--- config.mk ---
export PLATFORM = sky130hd
export DESIGN_NAME = sram_arbiter
export DESIGN_NICKNAME = d
export VERILOG_FILES = /design/src/rtl/sram_arb_pkg.sv /design/src/rtl/sram_arbiter_pick2.sv /design/src/rtl/sram_arbiter.sv
export SDC_FILE = /design/constraint.sdc
export NUM_CORES = 1
export LEC_CHECK = 0
export CORE_MARGIN = 2
export CORE_UTILIZATION = 43
export CTS_CLUSTER_SIZE = 12
export DETAILED_ROUTE_END_ITERATION = 16
export PLACE_DENSITY = 0.84
export REMOVE_ABC_BUFFERS = 1
export SLEW_MARGIN = 5
export SYNTH_ARGS = -nofsm -noshare
export SYNTH_HDL_FRONTEND = slang
export SYNTH_HIERARCHICAL = 1
export SYNTH_SLANG_ARGS = --single-unit
--- constraint.sdc ---
create_clock -name clk -period 3.7 [get_ports clk]
set_input_delay 1.11 -clock clk [delete_from_list [all_inputs] [get_ports clk]]
set_output_delay 1.11 -clock clk [all_outputs]
set_load 0.005 [all_outputs]
--- src/rtl/sram_arb_pkg.sv ---
// Shared types and defaults for the two-port SRAM arbiter.
// ARB_CPU_PRIORITY_EN selects CPU-priority tie breaking instead of round-robin.
package sram_arb_pkg;

   localparam int ADDR_W_DEF = 8;
   localparam int DATA_W_DEF = 8;

`ifdef ARB_CPU_PRIORITY_EN
   localparam logic CPU_PRIORITY = 1'b1;
`else
   localparam logic CPU_PRIORITY = 1'b0;
`endif

   typedef enum logic [1:0] {
      IDLE     = 2'd0,
      ACCESS   = 2'd1,
      COMPLETE = 2'd2
   } state_t;

endpackage

--- src/rtl/sram_arbiter_pick2.sv ---
// Combinational two-way winner selection (pick1=1 means requester 1 wins).
// Tie rule follows ARB_CPU_PRIORITY_EN through sram_arb_pkg::CPU_PRIORITY.
module arb_pick2
   import sram_arb_pkg::*;
(
   input  logic req0,
   input  logic req1,
   input  logic last_gnt,
   input  logic force1,
   output logic pick1
);

   // Winner select; on a tie round-robin favours the requester not served last
   always_comb begin
      pick1 = 1'b0;
      if (req0 && req1) begin
         pick1 = force1 | (~CPU_PRIORITY & ~last_gnt);
      end else if (req1) begin
         pick1 = 1'b1;
      end else begin
         pick1 = 1'b0;
      end
   end

endmodule

--- src/rtl/sram_arbiter.sv ---
// Two-requester single-port SRAM arbiter: IDLE -> ACCESS -> COMPLETE FSM.
// ARB_CPU_PRIORITY_EN adds CPU priority with a bounded starvation counter.
module sram_arbiter
   import sram_arb_pkg::*;
#(
   parameter int ADDR_W   = ADDR_W_DEF,
   parameter int DATA_W   = DATA_W_DEF,
   parameter int MAX_WAIT = 4
) (
   input  logic              clk,
   input  logic              Reset,
   input  logic              Req0,
   input  logic              Req1,
   input  logic              We0,
   input  logic              We1,
   input  logic [ADDR_W-1:0] Addr0,
   input  logic [ADDR_W-1:0] Addr1,
   input  logic [DATA_W-1:0] Wdata0,
   input  logic [DATA_W-1:0] Wdata1,
   output logic              Gnt0,
   output logic              Gnt1,
   output logic              Rvalid0,
   output logic              Rvalid1,
   output logic [DATA_W-1:0] Rdata,
   output logic              SRAMRead,
   output logic              SRAMWrite,
   output logic [ADDR_W-1:0] SRAMAddress,
   output logic [DATA_W-1:0] SRAMDatain,
   input  logic [DATA_W-1:0] SRAMDataout
);

   localparam logic [3:0] WAIT_LIM = 4'(MAX_WAIT);

   state_t              state_q, state_d;
   logic                last_q, last_d;
   logic                gnt0_q, gnt0_d, gnt1_q, gnt1_d;
   logic                rd_q, rd_d, wr_q, wr_d;
   logic                rv0_q, rv0_d, rv1_q, rv1_d;
   logic [ADDR_W-1:0]   addr_q, addr_d;
   logic [DATA_W-1:0]   din_q, din_d;
   logic [DATA_W-1:0]   rdata_q, rdata_d;
   logic [DATA_W-1:0]   rdata_s;
   logic                arb_s, pick1_s, force1_s, we_s;

   arb_pick2 u_pick (
      .req0     (Req0),
      .req1     (Req1),
      .last_gnt (last_q),
      .force1   (force1_s),
      .pick1    (pick1_s)
   );

`ifdef ARB_CPU_PRIORITY_EN
   logic [3:0] wait_q, wait_d;

   assign force1_s = (wait_q == WAIT_LIM);

   // Starvation counter: counts ties lost by requester 1, cleared by its grant
   always_comb begin
      wait_d = wait_q;
      if (arb_s && pick1_s) begin
         wait_d = 4'd0;
      end else if (arb_s && Req0 && Req1) begin
         wait_d = wait_q + 4'd1;
      end else begin
         wait_d = wait_q;
      end
   end

   // Starvation counter register
   always_ff @(posedge clk or posedge Reset) begin
      if (Reset) begin
         wait_q <= 4'd0;
      end else begin
         wait_q <= wait_d;
      end
   end
`else
   // MAX_WAIT is 1..15, so round-robin never forces requester 1
   assign force1_s = (WAIT_LIM == 4'd0);
`endif

   // Read data passes through in COMPLETE and is held otherwise
   assign rdata_s = (rv0_q | rv1_q) ? SRAMDataout : rdata_q;

   // Next-state, arbitration and output decode
   always_comb begin
      state_d = state_q;
      last_d  = last_q;
      gnt0_d  = 1'b0;
      gnt1_d  = 1'b0;
      rd_d    = 1'b0;
      wr_d    = 1'b0;
      rv0_d   = 1'b0;
      rv1_d   = 1'b0;
      addr_d  = addr_q;
      din_d   = din_q;
      rdata_d = rdata_s;
      arb_s   = 1'b0;
      we_s    = 1'b0;
      case (state_q)
         IDLE: begin
            if (Req0 || Req1) begin
               state_d = ACCESS;
               arb_s   = 1'b1;
            end else begin
               state_d = IDLE;
            end
         end
         ACCESS: begin
            state_d = COMPLETE;
            rv0_d   = rd_q & ~last_q;
            rv1_d   = rd_q & last_q;
         end
         COMPLETE: begin
            if (Req0 || Req1) begin
               state_d = ACCESS;
               arb_s   = 1'b1;
            end else begin
               state_d = IDLE;
            end
         end
         default: begin
            state_d = IDLE;
         end
      endcase
      // The winner's controls are captured on the edge entering ACCESS
      if (arb_s) begin
         we_s   = pick1_s ? We1 : We0;
         last_d = pick1_s;
         gnt0_d = ~pick1_s;
         gnt1_d = pick1_s;
         wr_d   = we_s;
         rd_d   = ~we_s;
         addr_d = pick1_s ? Addr1 : Addr0;
         din_d  = pick1_s ? Wdata1 : Wdata0;
      end else begin
         last_d = last_q;
      end
   end

   // State and output registers
   always_ff @(posedge clk or posedge Reset) begin
      if (Reset) begin
         state_q <= IDLE;
         last_q  <= 1'b1;
         gnt0_q  <= 1'b0;
         gnt1_q  <= 1'b0;
         rd_q    <= 1'b0;
         wr_q    <= 1'b0;
         rv0_q   <= 1'b0;
         rv1_q   <= 1'b0;
         addr_q  <= '0;
         din_q   <= '0;
         rdata_q <= '0;
      end else begin
         state_q <= state_d;
         last_q  <= last_d;
         gnt0_q  <= gnt0_d;
         gnt1_q  <= gnt1_d;
         rd_q    <= rd_d;
         wr_q    <= wr_d;
         rv0_q   <= rv0_d;
         rv1_q   <= rv1_d;
         addr_q  <= addr_d;
         din_q   <= din_d;
         rdata_q <= rdata_d;
      end
   end

   assign Gnt0        = gnt0_q;
   assign Gnt1        = gnt1_q;
   assign Rvalid0     = rv0_q;
   assign Rvalid1     = rv1_q;
   assign Rdata       = rdata_s;
   assign SRAMRead    = rd_q;
   assign SRAMWrite   = wr_q;
   assign SRAMAddress = addr_q;
   assign SRAMDatain  = din_q;

endmodule

sizes.png
Bar = 20 µm.
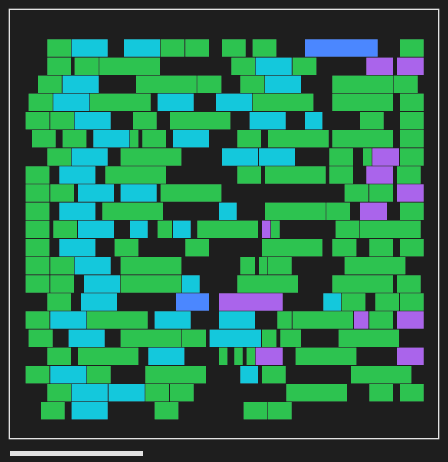
legend:
  purple:
    size: _2 cells
    cells: 12
    most_used: mux2_2
  green:
    size: _0 and _1 cells
    cells: 120
    most_used: clkdlybuf4s50_1
  blue:
    size: _6 and larger
    cells: 2
  cyan:
    size: _3 and _4 cells
    cells: 41
    most_used: mux2_4

flops_by_reg.png
Bar = 20 µm. Other sequential cells in the stronger grey, the rest of the logic in the fainter grey.
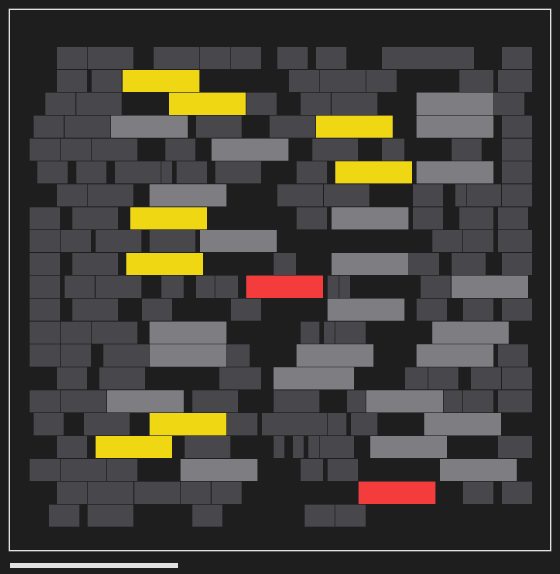
legend:
  yellow:
    name_in_the_netlist: SRAMAddress
    flops: 8
  red:
    name_in_the_netlist: state_q
    flops: 2
not coloured: 23

metal_density.png
The die is cut into 13 by 13 equal tiles; dark blue is low, red is high, scaled to the fullest tile. Values are wire area over tile area, all layers added.
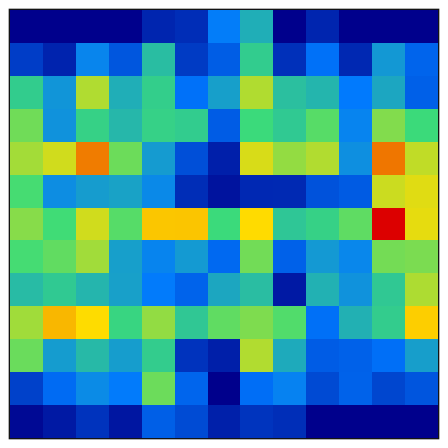
mean over tiles: 0.13
nearly empty tiles: 8.3%
emptiest ninth of the die: bottom right
tiles over half the peak: 27%

placement.png
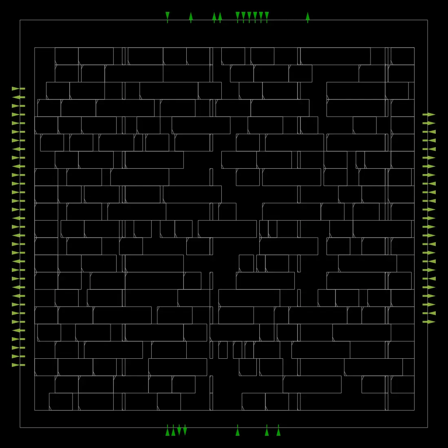
number of fill cells: 252
fraction of area in registers: 34.04%
standard-cell row count: 21
Tapcell Cnt: 46

clk_routes.png
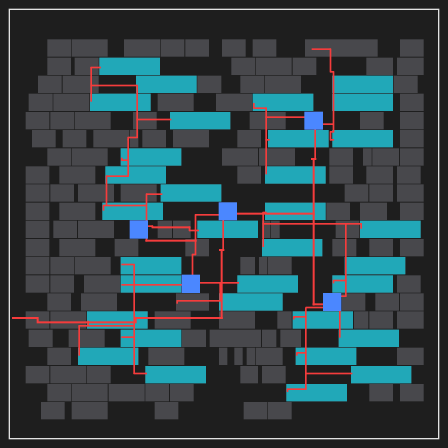
legend:
  cyan:
    item: flip-flops
    count: 33
  blue:
    item: clock drivers
    count: 5
  red:
    item: clock wires
    length: 357 µm
routed clock nets: 6

==> out/writeup.txt <==
The via count of the first global-routing pass was 1106. Y dimension of the die: 64.19 µm. Buffers inserted to repair hold after CTS numbered 0. The logs give 1211 µW for the overall power consumption and 0 for the count of buffers added by post-CTS timing repair for setup. Combinational gate power: 441 µW. The path with the worst hold slack has its endpoint at state_q[1]. The last element of the critical path was Rdata[3].

The global router reports that the layer with the highest usage is met2. The cell class ranked first by area is flip-flops and latches. The global-route wire length before repair came out at 5078 µm.

The slew check shows that the tightest pin keeps a relative margin of 59.55%. The logs give a warning total of 25. Largest voltage drop on the vdd net: 262.7 µV. The flow ran to the end, and the final reports show no timing, DRC or antenna violations. The number of library cell types mapped by synthesis is 17, and the critical path required time is 2.59 ns.

Port buffering added 75 buffers. Sort of element at the start of the critical path: an input port. Clock tree synthesis found a total of 33 sinks. The arrival time of data at the worst endpoint is listed as 2.23 ns. Per the layout report, the design carries 7 clock buffers. The logs give 274 µW for the clock group power and 0.32 ns for the clock insertion delay at the later pin of the skew report.

The power report puts the net switching power at 276.9 µW. Before placement the cells fill 45.60% of the core. Per STA, the library cell used most along the worst path is clkdlybuf4s50_1. The run gives 53 for the layout multi-input combinational cell count. Of the synthesized area, sequential elements account for 53.09%. The run gives 38.23% for the mux cell area share after synthesis.

Sorting the synthesized cells by area gives the leading types as dfrtp_1 (51%), mux2_4 (32%), mux2_2 (5.8%). The number of buffers inserted during clock tree synthesis was 5; the leakage power of the design was 0.001098 µW. Global routing used 17.31% of the available met1 tracks. The run gives 1127 µm for the wire length the detailed router placed on met1.

Sorting the Yosys area breakdown by cell type puts at the top dfrtp_1. The mean cell area of the mapped netlist is 16.57 µm². The data-path buffer share of cell area in the final layout is 31.51%, and the power drawn by the sequential cells is 497 µW.

With the met2 track utilization from global routing at 27.86%, the number of antenna diodes is 0. For the relative contribution of sequential cells to total power, the log shows 41.0%. The number of ordinary inverters in the final layout was 4; the final clock skew was 0.01148 ns.

By count the netlist is led by mux2_4 (33), dfrtp_1 (32), mux2_2 (8). The script logs the ratio of routed vias to standard cells as 4.679. Per the STA report, the cell with the highest stage delay on the worst path is clkdlybuf4s50_1. Along the critical path, the tally of buffer and inverter instances is 2.

The run gives 2.07 ns for the worst-case register-to-register setup slack. The worst setup path is captured at a primary output.
Power is estimated from default activity; no workload was simulated.
